Fig. 1: run 1, layout detail
Window x 20 to 45, y 84 to 109 um. Cells in gray, sequential cells in the stronger gray; small squares are vias.
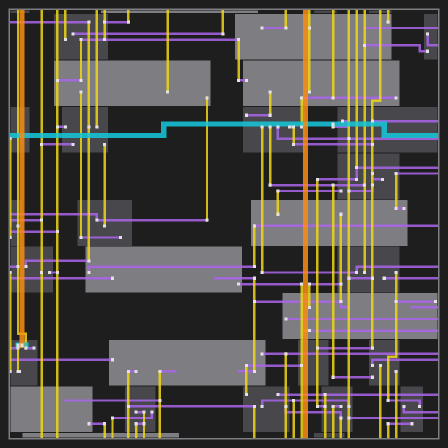
Fig. 2: run 1, cells by drive strength
Drawn at 3 px/um.
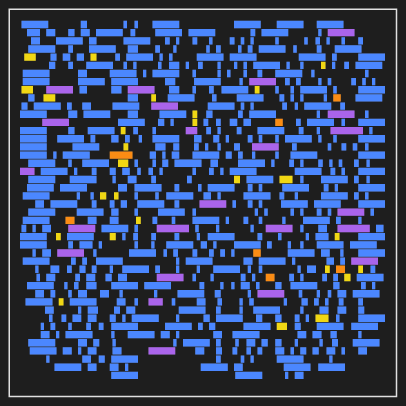
Fig. 3: run 1, cells colored by class
Drawn at 3 px/um.
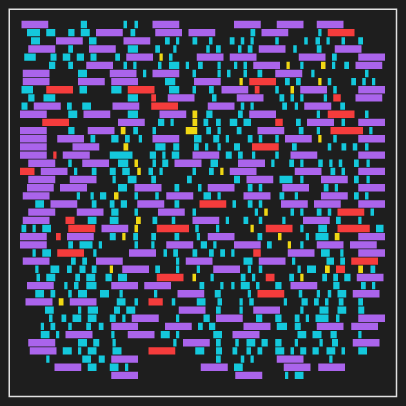
Fig. 4: run 1, M1 wires
Drawn at 4 px/um.
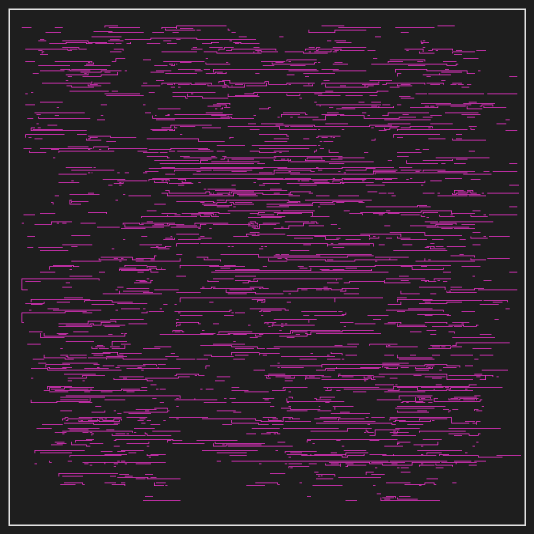
==> src/rtl/ja_note_receiver.sv <==
// Receives note words from the JA PMOD and assembles them into the per-frame note vector.
// Optional: define JA_PARITY_CHECK_EN to reject words whose synced byte has even parity.
module ja_note_receiver #(
   parameter int unsigned NOTES         = 37,
   parameter int unsigned FRAME_TIMEOUT = 100000,
   parameter int unsigned STALE_CYCLES  = 5000000
) (
   input  logic             clk,
   input  logic             reset_n,
   input  logic [7:0]       ja_in,
   output logic [NOTES-1:0] ndata,
   output logic             ndata_valid,
   output logic             frame_err,
   output logic [7:0]       err_count,
   output logic             link_up
);

   localparam int unsigned FW = (FRAME_TIMEOUT > 1) ? $clog2(FRAME_TIMEOUT) : 1;
   localparam int unsigned SW = (STALE_CYCLES > 1) ? $clog2(STALE_CYCLES) : 1;
   localparam logic [5:0] CodeSof = 6'd62;
   localparam logic [5:0] CodeEof = 6'd63;

   typedef enum logic [0:0] {StIdle, StCollect} state_t;

   logic [7:0]       r_sync1;
   logic [7:0]       r_sync2;
   logic             r_prev_strobe;
   logic             r_word_vld;
   logic             r_par_ok;
   logic [5:0]       r_code;
   state_t           r_state;
   logic [NOTES-1:0] r_acc;
   logic [FW-1:0]    r_frame_tmr;
   logic [SW-1:0]    r_stale_tmr;

   logic             w_par_ok;
   logic             w_timeout;
   logic             w_stale_exp;
   logic             w_evt;
   logic             w_is_note;
   logic             w_is_sof;
   logic             w_is_eof;
   logic             w_err;
   logic             w_publish;
   logic [NOTES-1:0] w_note_mask;

`ifdef JA_PARITY_CHECK_EN
   assign w_par_ok = ^r_sync2;
`else
   logic w_unused_par;
   assign w_unused_par = r_sync2[7];
   assign w_par_ok     = 1'b1;
`endif

   // Word is registered once after edge detection so EOF reaches ndata on the 4th edge.
   always_ff @(posedge clk or negedge reset_n) begin
      if (!reset_n) begin
         r_sync1       <= 8'd0;
         r_sync2       <= 8'd0;
         r_prev_strobe <= 1'b0;
         r_word_vld    <= 1'b0;
         r_code        <= 6'd0;
         r_par_ok      <= 1'b0;
      end else begin
         r_sync1       <= ja_in;
         r_sync2       <= r_sync1;
         r_prev_strobe <= r_sync2[6];
         r_word_vld    <= r_sync2[6] ^ r_prev_strobe;
         r_code        <= r_sync2[5:0];
         r_par_ok      <= w_par_ok;
      end
   end

   assign w_timeout   = (r_state == StCollect) && (r_frame_tmr == FW'(FRAME_TIMEOUT - 1));
   assign w_stale_exp = (r_stale_tmr == SW'(STALE_CYCLES - 1));
   assign w_evt       = r_word_vld && !w_timeout && r_par_ok;
   assign w_is_note   = 32'(r_code) < NOTES;
   assign w_is_sof    = (r_code == CodeSof);
   assign w_is_eof    = (r_code == CodeEof);
   assign w_note_mask = NOTES'(1) << r_code;
   // Inside a frame anything that is neither a note nor EOF (illegal or SOF) is an error.
   assign w_err       = w_timeout || (r_word_vld && !w_timeout && !r_par_ok) ||
                        (w_evt && (r_state == StCollect) && !w_is_note && !w_is_eof);
   assign w_publish   = w_evt && (r_state == StCollect) && w_is_eof;

   always_ff @(posedge clk or negedge reset_n) begin
      if (!reset_n) begin
         r_state     <= StIdle;
         r_acc       <= '0;
         r_frame_tmr <= '0;
         r_stale_tmr <= '0;
         ndata       <= '0;
         ndata_valid <= 1'b0;
         frame_err   <= 1'b0;
         err_count   <= 8'd0;
         link_up     <= 1'b0;
      end else begin
         frame_err   <= w_err;
         ndata_valid <= w_publish;
         if (w_err && (err_count != 8'hFF)) begin
            err_count <= err_count + 8'd1;
         end

         if (w_publish) begin
            ndata       <= r_acc;
            link_up     <= 1'b1;
            r_stale_tmr <= '0;
         end else if (w_stale_exp) begin
            ndata   <= '0;
            link_up <= 1'b0;
         end else begin
            r_stale_tmr <= r_stale_tmr + 1'b1;
         end

         unique case (r_state)
            StIdle: begin
               if (w_evt && w_is_sof) begin
                  r_state     <= StCollect;
                  r_acc       <= '0;
                  r_frame_tmr <= '0;
               end
            end
            StCollect: begin
               if (w_timeout) begin
                  r_state <= StIdle;
               end else begin
                  r_frame_tmr <= r_frame_tmr + 1'b1;
                  if (w_evt) begin
                     if (w_is_sof) begin
                        r_acc       <= '0;
                        r_frame_tmr <= '0;
                     end else if (w_is_eof) begin
                        r_state <= StIdle;
                     end else if (w_is_note) begin
                        r_acc <= r_acc | w_note_mask;
                     end
                  end
               end
            end
            default: r_state <= StIdle;
         endcase
      end
   end

endmodule

==> config.mk <==
export PLATFORM = sky130hd
export DESIGN_NAME = ja_note_receiver
export DESIGN_NICKNAME = d
export VERILOG_FILES = /design/src/rtl/ja_note_receiver.sv
export SDC_FILE = /design/constraint.sdc
export NUM_CORES = 1
export LEC_CHECK = 0
export CAP_MARGIN = 20
export CELL_PAD_IN_SITES_DETAIL_PLACEMENT = 2
export CELL_PAD_IN_SITES_GLOBAL_PLACEMENT = 2
export CORE_MARGIN = 3
export CORE_UTILIZATION = 41
export CTS_CLUSTER_DIAMETER = 100
export DETAILED_ROUTE_END_ITERATION = 10
export DONT_BUFFER_PORTS = 1
export GPL_TIMING_DRIVEN = 0
export PLACE_DENSITY_LB_ADDON = 0.1
export SKIP_CTS_REPAIR_TIMING = 1
export SYNTH_ARGS = -nofsm -noshare
export SYNTH_HDL_FRONTEND = slang
export SYNTH_SLANG_ARGS = --single-unit
==> constraint.sdc <==
create_clock -name clk -period 3 [get_ports clk]
set_input_delay 0.6 -clock clk [delete_from_list [all_inputs] [get_ports clk]]
set_output_delay 0.6 -clock clk [all_outputs]
set_load 0.01 [all_outputs]
==> flow_summary.rst, run 1 <==
Implementation results
======================

.. list-table::
   :header-rows: 1

   * - Metric
     - Value
   * - # rows
     - ~44
   * - TritonCTS clock tree
     - yes
   * - Gate Area
     - around 2300 um^2
   * - Result of the run
     - complete, but fails checks
   * - Top metal layer carrying routed signals
     - met4
   * - Placed cell count
     - about 800
   * - Vias per Instance
     - about 5.6
   * - Nets in the synthesized netlist
     - just over 600
   * - Highest ir drop seen on vdd
     - 394 uV
   * - Residual DRC
     - 0
   * - Synthesized instance count
     - between 500 and 600
   * - Worst setup path endpoint
     - r_stale_tmr[13]
   * - Share of final-layout standard cells stronger than drive strength 1
     - under 10%
   * - Violated checks
     - hold timing
   * - Clock Latency Late Sink
     - 0.43 ns
   * - Gr ovfl total
     - 0
   * - Number of buffers on the longest clock path
     - 2
   * - Initial drt markers
     - about 160
   * - Multi-input combinational gate total
     - approximately 420
   * - Final-layout worst hold slack
     - -0.125 ns
   * - Levels on crit path
     - 8
   * - Cell family with most CP delay
     - buffers and inverters
   * - Met3 Track Usage GR
     - 6.10%
   * - Worst-Margin Slew
     - roughly 0.67 ns
   * - Number of hold violations in the final report
     - about 150
   * - Leakage power figure
     - about 0.0031 uW
   * - Yosys cell count
     - approximately 600
   * - # H-tree levels
     - 4
   * - Pin count of the biggest net entering global routing
     - ~150
   * - Register clock-pin slew on the reported worst setup and hold paths
     - around 0.060 ns
   * - Fin cells
     - just over 800
   * - Nature of the critical path startpoint
     - register
   * - Most frequently placed logic cell in the final layout
     - sky130_fd_sc_hd__dfrtp_1
   * - Dominant cell by count in the synthesized netlist
     - sky130_fd_sc_hd__dfrtp_1
   * - Minimum clock period
     - about 2.6 ns
   * - Worst r2r src
     - r_frame_tmr[0]
   * - Count of sequential standard cells
     - ~150
   * - Clock-cell share
     - under 10%
   * - Maximum clock frequency
     - approximately 380 MHz
   * - Sequential Area
     - approximately 3700 um^2
   * - Number of flops mapped to enable cells by yosys
     - 0
-- Fig. 1 (at the start) --
met2 -> yellow
met1 -> purple
met3 -> cyan
met4 -> orange
most frequent = dfrtp_1 (8), a32o_1 (3), xnor2_1 (2)
sequential cells in the window = 8
cells with their middle in the window = 24
netlist names of flops here include = `r_acc` (4), `r_code` (2)

-- Fig. 2 (at the start) --
drive 6 and up -> purple  # cells 23, share 3.7%
drive 1 or less -> blue  # cells 574, share 91%
drive 3 to 4 -> orange  # cells 7, share 1.1%
drive 2 -> yellow  # cells 26, share 4.1%

-- Fig. 3 (at the start) --
other buffers and delay cells -> yellow  # cells 30, share of their area 2.0%
all other logic -> cyan  # cells 419, share of their area 34%
clock drivers and dummy loads -> red  # cells 32, share of their area 9.0%
flip-flops -> purple  # cells 149, share of their area 55%
final core utilization: 47.9%
Seq area share: 53.2%

-- Fig. 4 (at the start) --
nets with wire on the layer = 592
main direction = horizontal
longest straight run = 50.6 um
share of all routed wire = 45%
GR met1 Demand/Resource: 26.6%
Final Routed Wirelength: 16,400 um
total via count after detailed routing: 4,540

## run 1: logic make-up (layout without fill, tap and decap cells)
family,count (synthesis),after routing,synth area share (%)
AOI/OAI and AO/OA,101,101,9.91
xor gates and xnor gates,41,41,5.83
adders and majority gates,3,3,0.609
buffers and inverters,32,65,2.25
DFF,149,149,60.5
muxes,3,3,0.548
other,1,1,0.0609
and+or+nand+nor,267,267,20.3
## run 1: report_power, final
| group | total, uW | switching, uW | internal, uW |
|---|---|---|---|
| logic | 300 | 165 | 135 |
| clock network | 2200 | 846 | 1350 |
| registers | 2300 | 161 | 2140 |
==> inputs of run 2 (changes only) <==
--- a/config.mk
+++ b/config.mk
@@ -8,7 +8,6 @@
 export CAP_MARGIN = 20
 export CELL_PAD_IN_SITES_DETAIL_PLACEMENT = 2
 export CELL_PAD_IN_SITES_GLOBAL_PLACEMENT = 2
-export CORE_MARGIN = 3
 export CORE_UTILIZATION = 41
 export CTS_CLUSTER_DIAMETER = 100
 export DETAILED_ROUTE_END_ITERATION = 10
Fig. 5: run 2, layout detail
Window x 19 to 44, y 81 to 106 um. Cells in gray, sequential cells in the stronger gray; small squares are vias.
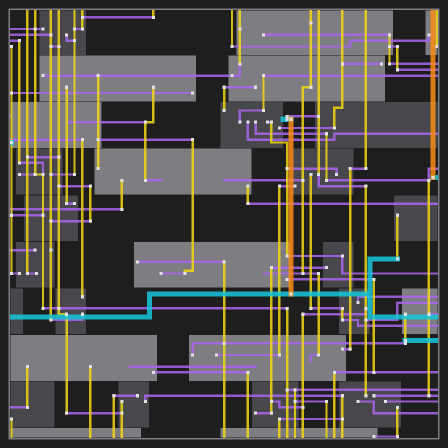
met4 -> orange
met3 -> cyan
met1 -> purple
met2 -> yellow
most frequent = dfrtp_1 (8), a32o_1 (3), o211ai_1 (2)
cells with their middle in the window = 21
netlist names of flops here include = `r_acc` (3), `r_code` (3)
sequential cells in the window = 8

==> run 2 against run 1 <==
Net effect:
- the flow still finishes with violations (hold timing)
- total power increased by 0.33%
- largest power group unchanged
- die size decreased by 6.1%
- register-to-register slack got worse by 0.13 ns
==> flow_summary.rst, run 2 <==
Implementation results
======================

.. list-table::
   :header-rows: 1

   * - Metric
     - Value
   * - Highest ir drop seen on vdd
     - 414 uV (+4.9%)
   * - Violated checks
     - hold timing
   * - Final-layout worst hold slack
     - -0.132 ns (-0.00681 ns)
   * - Area fraction in mux cells
     - 0.548% (unchanged)
   * - Number of flops mapped to enable cells by yosys
     - 0 (unchanged)
   * - Basic-gate share of the synthesized area counting and, or, nand and nor cells
     - 20.3% (unchanged)
   * - Gr ovfl total
     - 0 (unchanged)
   * - Biggest power consumer among the groups
     - registers
   * - Nets in the synthesized netlist
     - 610 (unchanged)
   * - Result of the run
     - complete, but fails checks
   * - Power Combinational
     - 293 uW (-2%)
   * - Xor-xnor portion of the synthesized cell area
     - 5.83% (unchanged)
   * - Number of hold violations in the final report
     - 149 (unchanged)
   * - Final core utilization
     - 48.1% (+0.21 points)
   * - Switching power summed over all nets
     - 1150 uW (-1.5%)
   * - Number of buffers on the longest clock path
     - 2 (unchanged)
   * - Combinational share of power
     - 6.1% (-0.2 points)
   * - Maximum clock frequency
     - 360 MHz (-4.6%)
   * - Main combinational cell family by area after synthesis
     - simple AND/OR/NAND/NOR gates
   * - # H-tree levels
     - 4 (unchanged)
   * - Vias per Instance
     - 5.50 (-1.5%)
   * - Leakage power figure
     - 0.00306 uW (-0.11%)
   * - Levels on crit path
     - 8 (unchanged)
   * - Cell family with most CP delay
     - buffers and inverters
   * - Dominant cell by count in the synthesized netlist
     - sky130_fd_sc_hd__dfrtp_1
   * - Register clock-pin slew on the reported worst setup and hold paths
     - 0.06 ns (about the same)
   * - Adder and majority cell fraction of the synthesized area
     - 0.609% (unchanged)
   * - Initial drt markers
     - 159 (+1.9%)
   * - Switching Fraction
     - 24.0% (-0.45 points)
   * - Fin cells
     - 813 (-0.12%)
   * - Placed cell count
     - 781 (unchanged)
   * - Clock Latency Late Sink
     - 0.42 ns (about the same)
   * - Part of the power in registers
     - 47.8% (-0.2 points)
Fig. 6: run 2, M1 wires
Drawn at 4 px/um.
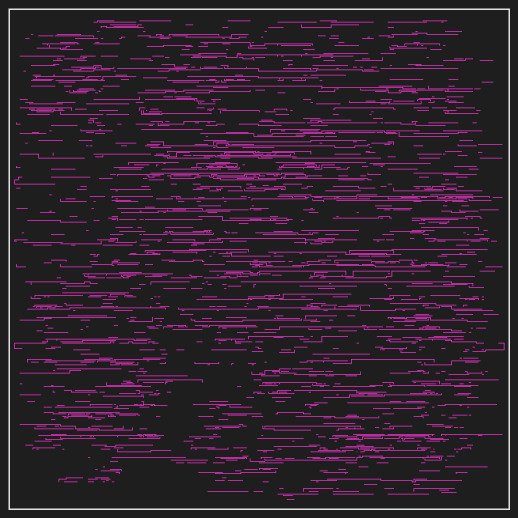
longest straight run = 52.7 um
nets with wire on the layer = 591
wire length on this layer = 7,160 um
main direction = horizontal
share of all routed wire = 45%
GR met1 Demand/Resource: 28.6%
total via count after detailed routing: 4,468
Final Routed Wirelength: 15,900 um

==> run 2: cell counts after synthesis <==
No cell type changed its count.
==> run 2: area by class of cell <==
type	instances	area [um^2]	area share, %
clock buffers	18	429	6.12
inverters	3	11.3	0.161
clock inverters	13	184	2.62
multi-input cells	416	2290	32.7
well taps	184	230	3.28
repair buffers	1	7.51	0.107
plain buffers	29	128	1.82
flip-flops and latches	149	3730	53.2
==> run 2: routing by layer <==
| metal | share of wire [%] | vias up | track usage (%) |
|---|---|---|---|
| li1 | - | 2076 | - |
| met5 | 0 | - | 0 |
| met3 | 3.7 | 18 | 6.62 |
| met1 | 45 | 2306 | 28.6 |
| met2 | 50 | 68 | 36.5 |
| met4 | 1.3 | 0 | 6.17 |
Power is estimated from default activity; no workload was simulated.
